$ cat src/rtl/sd_cmd_engine.sv
// ---------------------------------------------------------------------------
// sd_cmd_engine
//   Issues one SD-bus command frame (48 bits, CRC7-protected) on the CMD line
//   and, when requested, collects the card's 48-bit response frame.
//
//   Frame on the wire, MSB first:
//     0, 1, cmd_idx[5:0], cmd_arg[31:0], CRC7[6:0], 1
//
//   Sequence: IDLE -> SEND (48) -> [GAP (2) -> WAIT (<=TIMEOUT_CYC) -> RECV (47)]
//             -> FIN (done pulse) -> IDLE
//
// Ports
//   sd_clk       in   SD clock, all state updates on the rising edge
//   rst_n        in   asynchronous active-low reset
//   start        in   issue one command (sampled only in IDLE)
//   cmd_idx      in   6-bit command index, captured with start
//   cmd_arg      in   32-bit command argument, captured with start
//   expect_resp  in   collect a 48-bit response after the command
//   crc_chk      in   verify response CRC7 (0 for R3-type responses)
//   sd_cmd_in    in   CMD line from card
//   sd_cmd_out   out  CMD line to card, idles high
//   busy         out  high in every state except IDLE
//   done         out  one-cycle completion pulse
//   resp         out  last received response frame, MSB = start bit
//   crc_err      out  response CRC7 / end-bit error, valid with done
//   timeout      out  no response start bit seen, valid with done
// ---------------------------------------------------------------------------
module sd_cmd_engine #(
    parameter int TIMEOUT_CYC = 64
) (
    input  logic        sd_clk,
    input  logic        rst_n,
    input  logic        start,
    input  logic [5:0]  cmd_idx,
    input  logic [31:0] cmd_arg,
    input  logic        expect_resp,
    input  logic        crc_chk,
    input  logic        sd_cmd_in,
    output logic        sd_cmd_out,
    output logic        busy,
    output logic        done,
    output logic [47:0] resp,
    output logic        crc_err,
    output logic        timeout
);

    localparam int FRAME_BITS = 48;
    localparam int GAP_CYC    = 2;
    localparam int CNT_MAX    = (TIMEOUT_CYC > FRAME_BITS) ? TIMEOUT_CYC : FRAME_BITS;
    localparam int CNT_W      = $clog2(CNT_MAX + 1);

    typedef enum logic [2:0] {IDLE, SEND, GAP, WAIT, RECV, FIN} state_t;

    state_t           state;
    state_t           state_next;
    logic [CNT_W-1:0] cnt;
    logic [47:0]      tx_shift;
    logic             expect_resp_q;
    logic             crc_chk_q;
    logic [47:0]      rx_next;

    // CRC7, polynomial x^7 + x^3 + 1, initial value 0, over 40 bits MSB first.
    function automatic logic [6:0] crc7(input logic [39:0] data);
        logic [6:0] c;
        logic       fb;
        c = '0;
        for (int i = 39; i >= 0; i--) begin
            // NOTE: blocking assignments are correct here: each iteration must
            // see the value produced by the previous one, all within one evaluation.
            fb = data[i] ^ c[6];
            c  = {c[5:0], 1'b0};
            if (fb) c = c ^ 7'h09;
        end
        return c;
    endfunction

    // Response shift value including the bit on the line this cycle; on the
    // final RECV cycle this is the complete frame that gets checked.
    assign rx_next = {resp[46:0], sd_cmd_in};

    // ---------------- state register ----------------
    always_ff @(posedge sd_clk or negedge rst_n) begin
        if (!rst_n) state <= IDLE;
        else        state <= state_next;
    end

    // ---------------- next-state logic ----------------
    always_comb begin
        // NOTE: default assignment first so every path drives state_next and
        // no latch is inferred.
        state_next = state;
        unique case (state)
            IDLE: if (start) state_next = SEND;
            SEND: if (cnt == CNT_W'(FRAME_BITS - 1))
                      state_next = expect_resp_q ? GAP : FIN;
            GAP:  if (cnt == CNT_W'(GAP_CYC - 1)) state_next = WAIT;
            WAIT: if (!sd_cmd_in)                         state_next = RECV;
                  else if (cnt == CNT_W'(TIMEOUT_CYC - 1)) state_next = FIN;
            RECV: if (cnt == CNT_W'(FRAME_BITS - 2)) state_next = FIN;
            FIN:  state_next = IDLE;
            default: state_next = IDLE;
        endcase
    end

    // ---------------- outputs ----------------
    always_comb begin
        sd_cmd_out = 1'b1;
        busy       = (state != IDLE);
        done       = (state == FIN);
        if (state == SEND) sd_cmd_out = tx_shift[47];
    end

    // ---------------- datapath ----------------
    // The counter is reused by SEND, GAP, WAIT and RECV and is cleared on
    // every exit so each state starts counting from 0.
    always_ff @(posedge sd_clk or negedge rst_n) begin
        if (!rst_n) begin
            cnt           <= '0;
            tx_shift      <= '0;
            expect_resp_q <= 1'b0;
            crc_chk_q     <= 1'b0;
            resp          <= '0;
            crc_err       <= 1'b0;
            timeout       <= 1'b0;
        end else begin
            unique case (state)
                IDLE: begin
                    if (start) begin
                        tx_shift      <= {2'b01, cmd_idx, cmd_arg,
                                          crc7({2'b01, cmd_idx, cmd_arg}), 1'b1};
                        expect_resp_q <= expect_resp;
                        crc_chk_q     <= crc_chk;
                        crc_err       <= 1'b0;
                        timeout       <= 1'b0;
                        cnt           <= '0;
                    end
                end
                SEND: begin
                    tx_shift <= {tx_shift[46:0], 1'b1};
                    cnt      <= (cnt == CNT_W'(FRAME_BITS - 1)) ? '0 : cnt + CNT_W'(1);
                end
                GAP: begin
                    // Line is deliberately not sampled here (N_CR minimum).
                    cnt <= (cnt == CNT_W'(GAP_CYC - 1)) ? '0 : cnt + CNT_W'(1);
                end
                WAIT: begin
                    if (!sd_cmd_in) begin
                        resp <= rx_next;        // start bit lands in bit 0, ends at bit 47
                        cnt  <= '0;
                    end else if (cnt == CNT_W'(TIMEOUT_CYC - 1)) begin
                        timeout <= 1'b1;
                        cnt     <= '0;
                    end else begin
                        cnt <= cnt + CNT_W'(1);
                    end
                end
                RECV: begin
                    resp <= rx_next;
                    if (cnt == CNT_W'(FRAME_BITS - 2)) begin
                        crc_err <= !rx_next[0] ||
                                   (crc_chk_q && (rx_next[7:1] != crc7(rx_next[47:8])));
                        cnt     <= '0;
                    end else begin
                        cnt <= cnt + CNT_W'(1);
                    end
                end
                FIN: ;
                default: ;
            endcase
        end
    end

endmodule

$ cat config.mk
export PLATFORM = sky130hd
export DESIGN_NAME = sd_cmd_engine
export DESIGN_NICKNAME = d
export VERILOG_FILES = /design/src/rtl/sd_cmd_engine.sv
export SDC_FILE = /design/constraint.sdc
export NUM_CORES = 1
export LEC_CHECK = 0
export CAP_MARGIN = 20
export CELL_PAD_IN_SITES_DETAIL_PLACEMENT = 0
export CELL_PAD_IN_SITES_GLOBAL_PLACEMENT = 1
export CORE_UTILIZATION = 25
export CTS_BUF_LIST = sky130_fd_sc_hd__clkbuf_8
export DETAILED_ROUTE_END_ITERATION = 8
export GPL_ROUTABILITY_DRIVEN = 0
export PLACE_DENSITY_LB_ADDON = 0.1
export SYNTH_ARGS = -nofsm -noshare
export SYNTH_HDL_FRONTEND = slang
export SYNTH_SLANG_ARGS = --single-unit
$ cat constraint.sdc
create_clock -name sd_clk -period 2.55 [get_ports sd_clk]
set_input_delay 0.255 -clock sd_clk [delete_from_list [all_inputs] [get_ports sd_clk]]
set_output_delay 0.255 -clock sd_clk [all_outputs]
set_load 0.05 [all_outputs]
==> flow_metrics.tcl <==
# collected from the flow reports
set metrics [dict create \
    power.group.top "combinational logic" \
    timing.rr.start "resp[39]" \
    p_sw_mw 2.13 \
    post_cts_resized 4 \
    synth_nets 592 \
    async_flop_share_pct 100 \
    num-nonclk-inverters 6 \
    routed_via_density 4.32 \
    hold_class "input pin to asynchronous set/reset pin" \
    pg_comb_mw 3.04 \
    drt-initial-drc-count 165 \
    num-fill-cells 2433 \
    clock.fmax_ghz 0.396 \
    wl_met3_um 464 \
    drv_cap 0 \
    setup_viol 0 \
    core_um2 23700 \
    skew_ns 0.0196 \
    stdcell_area_um2 8350 \
    slowest_delay_ns 0.43 \
    p_sw_share_pct 34.7 \
    drtAntennaViolNets 0 \
    grtUsageTotal_pct 13.3 \
    seqPwrFrac_pct 33.2 \
    intPower_mw 4.00 \
    ys_types 42 \
    signal_buffers 173 \
    grt_max_degree 49 \
    cts-root-buf "clkbuf_8" \
    clock_area_share_pct 2.17 \
    logic_area_um2 3380 \
    clk_path_buf_depth 2 \
    io_pins 97 \
    period_minus_slack_ns 2.52 \
    layout_setup_ws_ns 0.0269 \
    p_clk_share_pct 17.1 \
    worst_path_dominant_cell_family "XOR/XNOR gates" \
    seq_area_um2 2780 \
    hold_violations 0 \
    endpoint_kind "flip-flop" \
    firstDrtPassIters 4 \
    startpoint "resp[39]" \
    clock_buffers 9 \
    crit_cells 10 \
    path_clk_slew_ns 0.12 \
    largest_class "logic gates" \
    wl_met1_um 7730 \
    drive_above_1_share_pct 26.3 \
    dieWidth_um 158 \
    crit_top_cell "xnor3_1" \
    placement_rows 56 \
    pg_clk_mw 1.05 \
    crit_buf_inv 2 \
    synthCells 545 \
    r2r_setup_slack_ns 0.03 \
    antenna_found_initial 0 \
    nonClkBufAreaFrac_pct 19.1 \
    yosysWarningCount 0 \
    grt_pass1_wl_um 25400 \
    status "finished, final reports clean" \
    postCtsSetupBuffers 2 \
    p_seq_mw 2.04 \
    placed_area_um2 8050 \
    edf_count 0 \
    die_y_um 158 \
    route.detailed.drc 0 \
    combPwrFrac_pct 49.6 \
]
==> cells by family (layout without fill, tap and decap cells) <==
family | after synthesis | count (layout) | synth area share [%]
mux | 48 | 48 | 8.84
flops | 110 | 110 | 45.1
simple gates | 140 | 140 | 9.60
buf+inv | 29 | 195 | 1.80
fa+ha+maj | 3 | 3 | 0.615
xor+xnor | 129 | 129 | 25.1
compound gates | 86 | 86 | 8.94
==> cell usage after synthesis, types with 3 or more instances <==
cell type  number
a22oi_1         9
ha_1            3
xnor3_2         3
inv_1           6
and3_1          4
clkbuf_1       21
nor2_1         86
xnor2_1        82
nor3_1          4
nand2b_1        3
nor2b_1         3
xor2_1         18
xnor3_1        20
dfrtp_1       110
o21ai_0        16
o22ai_1        38
nand2_1        26
a21oi_1         9
nand3_1         6
mux2_2         47
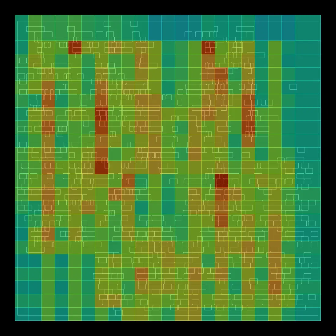
final_congestion.png
GR Layer Usage met1: 18.5%
fin util: 35.2%
GRT met3 Usage: 1.75%
GR peak layer: met2
WL per Instance: 15.2 um

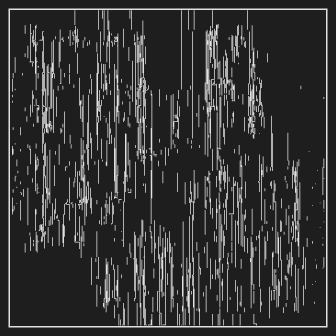
met2.png
share of all routed wire	46%
longest straight run	54.4 um
wire length on this layer	7,260 um
main direction	vertical
nets with wire on the layer	620

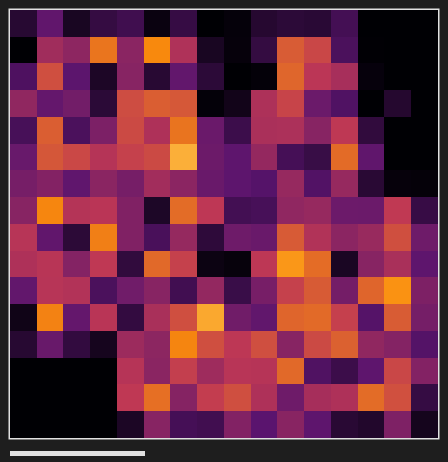
density.png
Bar = 50 um. The die is cut into 16 by 16 equal tiles; black is low, pale yellow is high, 0 to 100% covered.
densest ninth of the die	south
nearly empty tiles	14%
tiles over 75% full	1.6%
mean over tiles	32%
fullest tile	83%

